Figure 1. Where the registers sit.
The bar under the picture is 20 um long. Other sequential cells in the stronger gray, the rest of the logic in the fainter gray.
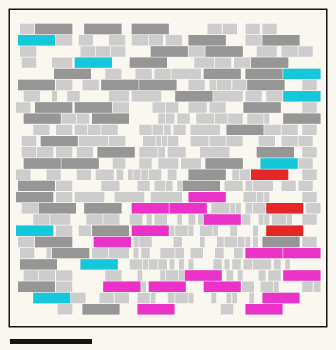
Figure 2. The metal 3 layer.
The bar under the picture is 20 um long.
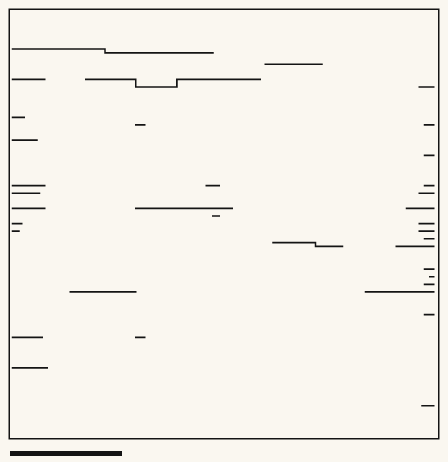
Figure 3. Cell outlines without signal wires.
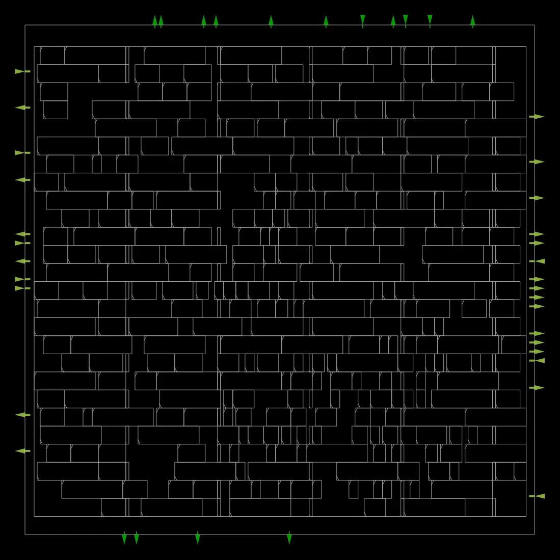
Figure 4. Cell area per tile.
The die is cut into 8 by 8 equal tiles; white is low, dark blue is high, 0 to 100% covered.
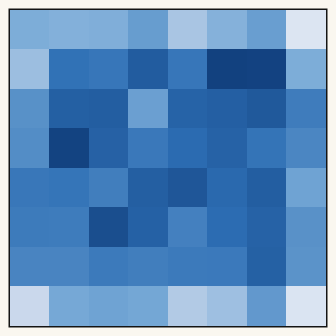
--- config.mk ---
export PLATFORM = sky130hd
export DESIGN_NAME = uart_cmd_parser_flat
export DESIGN_NICKNAME = d
export VERILOG_FILES = /design/src/rtl/uart_cmd_parser_pkg.sv /design/src/rtl/uart_cmd_parser_if.sv /design/src/rtl/uart_cmd_parser_timeout.sv /design/src/rtl/uart_cmd_parser.sv /design/src/flat_wrapper.sv
export SDC_FILE = /design/constraint.sdc
export NUM_CORES = 1
export LEC_CHECK = 0
export CAP_MARGIN = 30
export CORE_UTILIZATION = 59
export DETAILED_ROUTE_END_ITERATION = 12
export MAX_ROUTING_LAYER = met4
export PLACE_DENSITY_LB_ADDON = 0.05
export SKIP_CTS_REPAIR_TIMING = 1
export SYNTH_ARGS = -nofsm -noshare
export SYNTH_HDL_FRONTEND = slang
export SYNTH_SLANG_ARGS = --single-unit
--- constraint.sdc ---
create_clock -name clk -period 5.4 [get_ports clk]
set_input_delay 0.54 -clock clk [delete_from_list [all_inputs] [get_ports clk]]
set_output_delay 0.54 -clock clk [all_outputs]
set_load 0.01 [all_outputs]
--- src/rtl/uart_cmd_parser_pkg.sv ---
// Shared types and constants for the UART command frame parser.
package uart_cmd_parser_pkg;

  // Frame assembly states, 3-bit encoding.
  typedef enum logic [2:0] {
    ST_IDLE = 3'd0,
    ST_ADDR = 3'd1,
    ST_DHI  = 3'd2,
    ST_DLO  = 3'd3,
    ST_CSUM = 3'd4
  } state_t;

  // Default frame start byte.
  localparam logic [7:0] HEADER_DEF = 8'h55;

  // 8-bit checksum over the payload bytes, carry discarded; HEADER is not included.
  function automatic logic [7:0] csum8(input logic [7:0] a, input logic [7:0] b,
                                       input logic [7:0] c);
    return a + b + c;
  endfunction

endpackage

--- src/rtl/uart_cmd_parser_if.sv ---
// Byte-stream input and register-write output bundle of the command parser.
//
// Handshake: rx_done is a one-cycle strobe with no back-pressure; rx_byte is
// meaningful only in that cycle. wr_en, csum_err and timeout_err are one-cycle
// result strobes with no ready; wr_addr/wr_data hold the last accepted frame.
interface uart_cmd_parser_if;
  import uart_cmd_parser_pkg::*;

  logic [7:0]  rx_byte;
  logic        rx_done;
  logic        wr_en;
  logic [7:0]  wr_addr;
  logic [15:0] wr_data;
  logic        csum_err;
  logic        timeout_err;
  logic        busy;
  state_t      dbg_state;

  // Byte source side (UART receiver / testbench).
  modport master (
    output rx_byte, rx_done,
    input  wr_en, wr_addr, wr_data, csum_err, timeout_err, busy, dbg_state
  );

  // Parser side.
  modport slave (
    input  rx_byte, rx_done,
    output wr_en, wr_addr, wr_data, csum_err, timeout_err, busy, dbg_state
  );
endinterface

--- src/rtl/uart_cmd_parser_timeout.sv ---
// Inter-byte timeout counter: counts enabled cycles since the last clear and
// raises a one-cycle expire pulse when the terminal count is reached without
// a clear in the same cycle (a clear always wins).
module uart_byte_timeout #(
  parameter int TIMEOUT_CYC = 43400,
  parameter int TO_W        = 16
) (
  input  logic clk,
  input  logic rst_n,
  input  logic clr,
  input  logic en,
  output logic expire
);

  localparam logic [TO_W-1:0] TERM = TO_W'(TIMEOUT_CYC - 1);

  logic [TO_W-1:0] cnt;

  // Terminal count reached while counting and not being cleared.
  assign expire = en && !clr && (cnt == TERM);

  // Counter: cleared by clr or on expiry, otherwise advances while enabled.
  always_ff @(posedge clk or negedge rst_n) begin
    if (!rst_n) begin
      cnt <= '0;
    end else if (clr || expire) begin
      cnt <= '0;
    end else if (en) begin
      cnt <= cnt + 1'b1;
    end
  end

endmodule

--- src/rtl/uart_cmd_parser.sv ---
// Assembles 5-byte command frames (HEADER, ADDR, DATA_HI, DATA_LO, CSUM) from
// the UART receiver byte stream and issues one register-write strobe per valid
// frame, reporting checksum mismatches and inter-byte timeouts.
module uart_cmd_parser
  import uart_cmd_parser_pkg::*;
#(
  parameter logic [7:0] HEADER      = HEADER_DEF,
  parameter int         TIMEOUT_CYC = 43400,
  parameter int         TO_W        = 16
) (
  input  logic              clk,
  input  logic              rst_n,
  uart_cmd_parser_if.slave  bus
);

  state_t      state_q, state_d;
  logic [7:0]  addr_r, dhi_r, dlo_r;
  logic [7:0]  sum;
  logic        frame_ok, frame_bad;
  logic        expire;
  logic        to_clr;

  assign sum    = csum8(addr_r, dhi_r, dlo_r);
  assign to_clr = bus.rx_done || (state_q == ST_IDLE);

  uart_byte_timeout #(
    .TIMEOUT_CYC (TIMEOUT_CYC),
    .TO_W        (TO_W)
  ) u_timeout (
    .clk    (clk),
    .rst_n  (rst_n),
    .clr    (to_clr),
    .en     (state_q != ST_IDLE),
    .expire (expire)
  );

  // State register.
  always_ff @(posedge clk or negedge rst_n) begin
    if (!rst_n) state_q <= ST_IDLE;
    else        state_q <= state_d;
  end

  // Next state and frame verdict; a received byte takes precedence over expiry.
  always_comb begin
    state_d   = state_q;
    frame_ok  = 1'b0;
    frame_bad = 1'b0;
    if (bus.rx_done) begin
      unique case (state_q)
        ST_IDLE: if (bus.rx_byte == HEADER) state_d = ST_ADDR;
        ST_ADDR: state_d = ST_DHI;
        ST_DHI:  state_d = ST_DLO;
        ST_DLO:  state_d = ST_CSUM;
        ST_CSUM: begin
          state_d = ST_IDLE;
          if (bus.rx_byte == sum) frame_ok  = 1'b1;
          else                    frame_bad = 1'b1;
        end
        default: state_d = ST_IDLE;
      endcase
    end else if (expire) begin
      state_d = ST_IDLE;
    end
  end

  // Payload byte capture; a HEADER value mid-frame is ordinary data.
  always_ff @(posedge clk or negedge rst_n) begin
    if (!rst_n) begin
      addr_r <= '0;
      dhi_r  <= '0;
      dlo_r  <= '0;
    end else if (bus.rx_done) begin
      case (state_q)
        ST_ADDR: addr_r <= bus.rx_byte;
        ST_DHI:  dhi_r  <= bus.rx_byte;
        ST_DLO:  dlo_r  <= bus.rx_byte;
        default: ;
      endcase
    end
  end

  // Registered result strobes and held write address/data.
  always_ff @(posedge clk or negedge rst_n) begin
    if (!rst_n) begin
      bus.wr_en       <= 1'b0;
      bus.csum_err    <= 1'b0;
      bus.timeout_err <= 1'b0;
      bus.wr_addr     <= '0;
      bus.wr_data     <= '0;
    end else begin
      bus.wr_en       <= frame_ok;
      bus.csum_err    <= frame_bad;
      bus.timeout_err <= expire;
      if (frame_ok) begin
        bus.wr_addr <= addr_r;
        bus.wr_data <= {dhi_r, dlo_r};
      end
    end
  end

  assign bus.busy      = (state_q != ST_IDLE);
  assign bus.dbg_state = state_q;

endmodule

--- src/flat_wrapper.sv ---
// flat-port wrapper written by rule: the top's interface ports become plain ports
module uart_cmd_parser_flat import uart_cmd_parser_pkg::*;
#(
  parameter logic [7:0] HEADER      = HEADER_DEF,
  parameter int         TIMEOUT_CYC = 43400,
  parameter int         TO_W        = 16
)
  (clk, rst_n, bus_rx_byte, bus_rx_done, bus_wr_en, bus_wr_addr, bus_wr_data, bus_csum_err, bus_timeout_err, bus_busy, bus_dbg_state);
  uart_cmd_parser_if bus_i ();
  input  logic clk;
  input  logic rst_n;
  input wire logic [$bits(bus_i.rx_byte)-1:0] bus_rx_byte;
  input wire logic [$bits(bus_i.rx_done)-1:0] bus_rx_done;
  output wire logic [$bits(bus_i.wr_en)-1:0] bus_wr_en;
  output wire logic [$bits(bus_i.wr_addr)-1:0] bus_wr_addr;
  output wire logic [$bits(bus_i.wr_data)-1:0] bus_wr_data;
  output wire logic [$bits(bus_i.csum_err)-1:0] bus_csum_err;
  output wire logic [$bits(bus_i.timeout_err)-1:0] bus_timeout_err;
  output wire logic [$bits(bus_i.busy)-1:0] bus_busy;
  output wire logic [$bits(bus_i.dbg_state)-1:0] bus_dbg_state;
  assign bus_i.rx_byte = bus_rx_byte;
  assign bus_i.rx_done = bus_rx_done;
  assign bus_wr_en = bus_i.wr_en;
  assign bus_wr_addr = bus_i.wr_addr;
  assign bus_wr_data = bus_i.wr_data;
  assign bus_csum_err = bus_i.csum_err;
  assign bus_timeout_err = bus_i.timeout_err;
  assign bus_busy = bus_i.busy;
  assign bus_dbg_state = bus_i.dbg_state;
  uart_cmd_parser #(.HEADER(HEADER), .TIMEOUT_CYC(TIMEOUT_CYC), .TO_W(TO_W)) u_core (.clk(clk), .rst_n(rst_n), .bus(bus_i));
endmodule
==> flow_summary.rst <==
Synthesis and place-and-route
=============================

.. list-table::
   :header-rows: 1

   * - Metric
     - Value
   * - Worst Reg-to-Reg Cells
     - 10
   * - Launch point of the worst path
     - u_core.dlo_r[1]
   * - Dominant register cell in the synthesized netlist
     - sky130_fd_sc_hd__dfrtp_1
   * - Total Routing Usage GR
     - a little under a quarter
   * - Vias in the first global route
     - approximately 2000
   * - HPWL after detailed placement
     - a little over 4000 um
   * - Distinct cell type count after synthesis
     - 31
   * - Capture instance of the worst register-to-register path
     - u_core.bus.wr_data[13]
   * - Multiplexer share of the synthesized area
     - around 16%
   * - Ys Warns
     - 0
   * - End of the critical path
     - u_core.bus.wr_data[13]
   * - Die y size
     - 76.7 um
   * - Layout Nets
     - approximately 330
   * - Worst reg2reg startpoint
     - u_core.dlo_r[1]
   * - Final critical-path required period
     - approximately 3400 ps
   * - Post-synthesis cell type with the largest combined area
     - sky130_fd_sc_hd__dfrtp_1
   * - Stage-log warning count
     - 26
   * - CP Data Arrival Time
     - 3600 ps
   * - Multi-input comb cells
     - 174
   * - Initial core utilization
     - between 60% and 70%
   * - Delay contributed by the slowest stage of the critical path
     - between 400 and 500 ps
   * - Number of inserted diodes
     - 0
   * - Proportion of power drawn by combinational gates
     - between 50% and 60%
   * - Fin Hold WS
     - between 300 and 400 ps
   * - Cell types with the highest counts after synthesis
     - sky130_fd_sc_hd__dfrtp_1 (70), sky130_fd_sc_hd__mux2_2 (47), sky130_fd_sc_hd__nor2_1 (24)
   * - Gate count after technology mapping
     - ~250
   * - Floorplan die area
     - slightly below 6000 um2
   * - Horizontal die size
     - between 70 and 80 um
   * - Leakage Power
     - roughly 1.7 nW
   * - Average cell area after synthesis
     - between 10 and 15 um2
   * - Psw
     - 858 uW
   * - Largest driver fanout on the critical path
     - 24
   * - CTS HTree Levels
     - 3
   * - Run status
     - finished, final reports clean
   * - Clk_lat worst skew
     - roughly 330 ps
   * - Floorplan row count
     - 26
   * - Number of cells in Yosys stat
     - 251
   * - Setup total negative slack
     - 0 ps
   * - Clkbuf count
     - 13
   * - Top logic cells by instance count in the layout
     - sky130_fd_sc_hd__dfrtp_1 (70), sky130_fd_sc_hd__mux2_2 (47), sky130_fd_sc_hd__clkdlybuf4s50_1 (40), sky130_fd_sc_hd__nor2_1 (24), sky130_fd_sc_hd__xor2_1 (16)
   * - Length of routed wiring on met1
     - around 2800 um
   * - CTS Root Cell
     - sky130_fd_sc_hd__clkbuf_8
   * - Post-detailed-route wirelength per cell
     - between 15 and 20 um
   * - Invs w/o clock
     - 2
   * - Clock power frac
     - 14.9%
## Picture notes: Figure 1
legend:
  u_core.bus.wr_addr:
    color: cyan
    flops: 8
    where: widely spread
  u_core.bus.dbg_state:
    color: red
    flops: 3
  u_core.u_timeout.cnt:
    color: magenta
    flops: 16
not colored: 43
power in sequential cells: 779 uW
flip-flop and latch share of the layout cell area: 44.7%
end-of-flow core utilization: 74.7%
Seq. cell area: 1750 um2

## Picture notes: Figure 2
share of all routed wire: 3.8%
nets with wire on the layer: 29
main direction: horizontal
wire length on this layer: 220 um
number of vias after detailed routing: 2046
total wire length: 5730 um
routing usage on met3: 6.90%

## Picture notes: Figure 3
Finished Layout Cells: 374
total of fill cells in the finished design: 357
Core Region: 5240 um2

## Picture notes: Figure 4
tiles over 75% full: 33%
fullest tile: 93%
mean over tiles: 65%

Power is estimated from default activity; no workload was simulated.
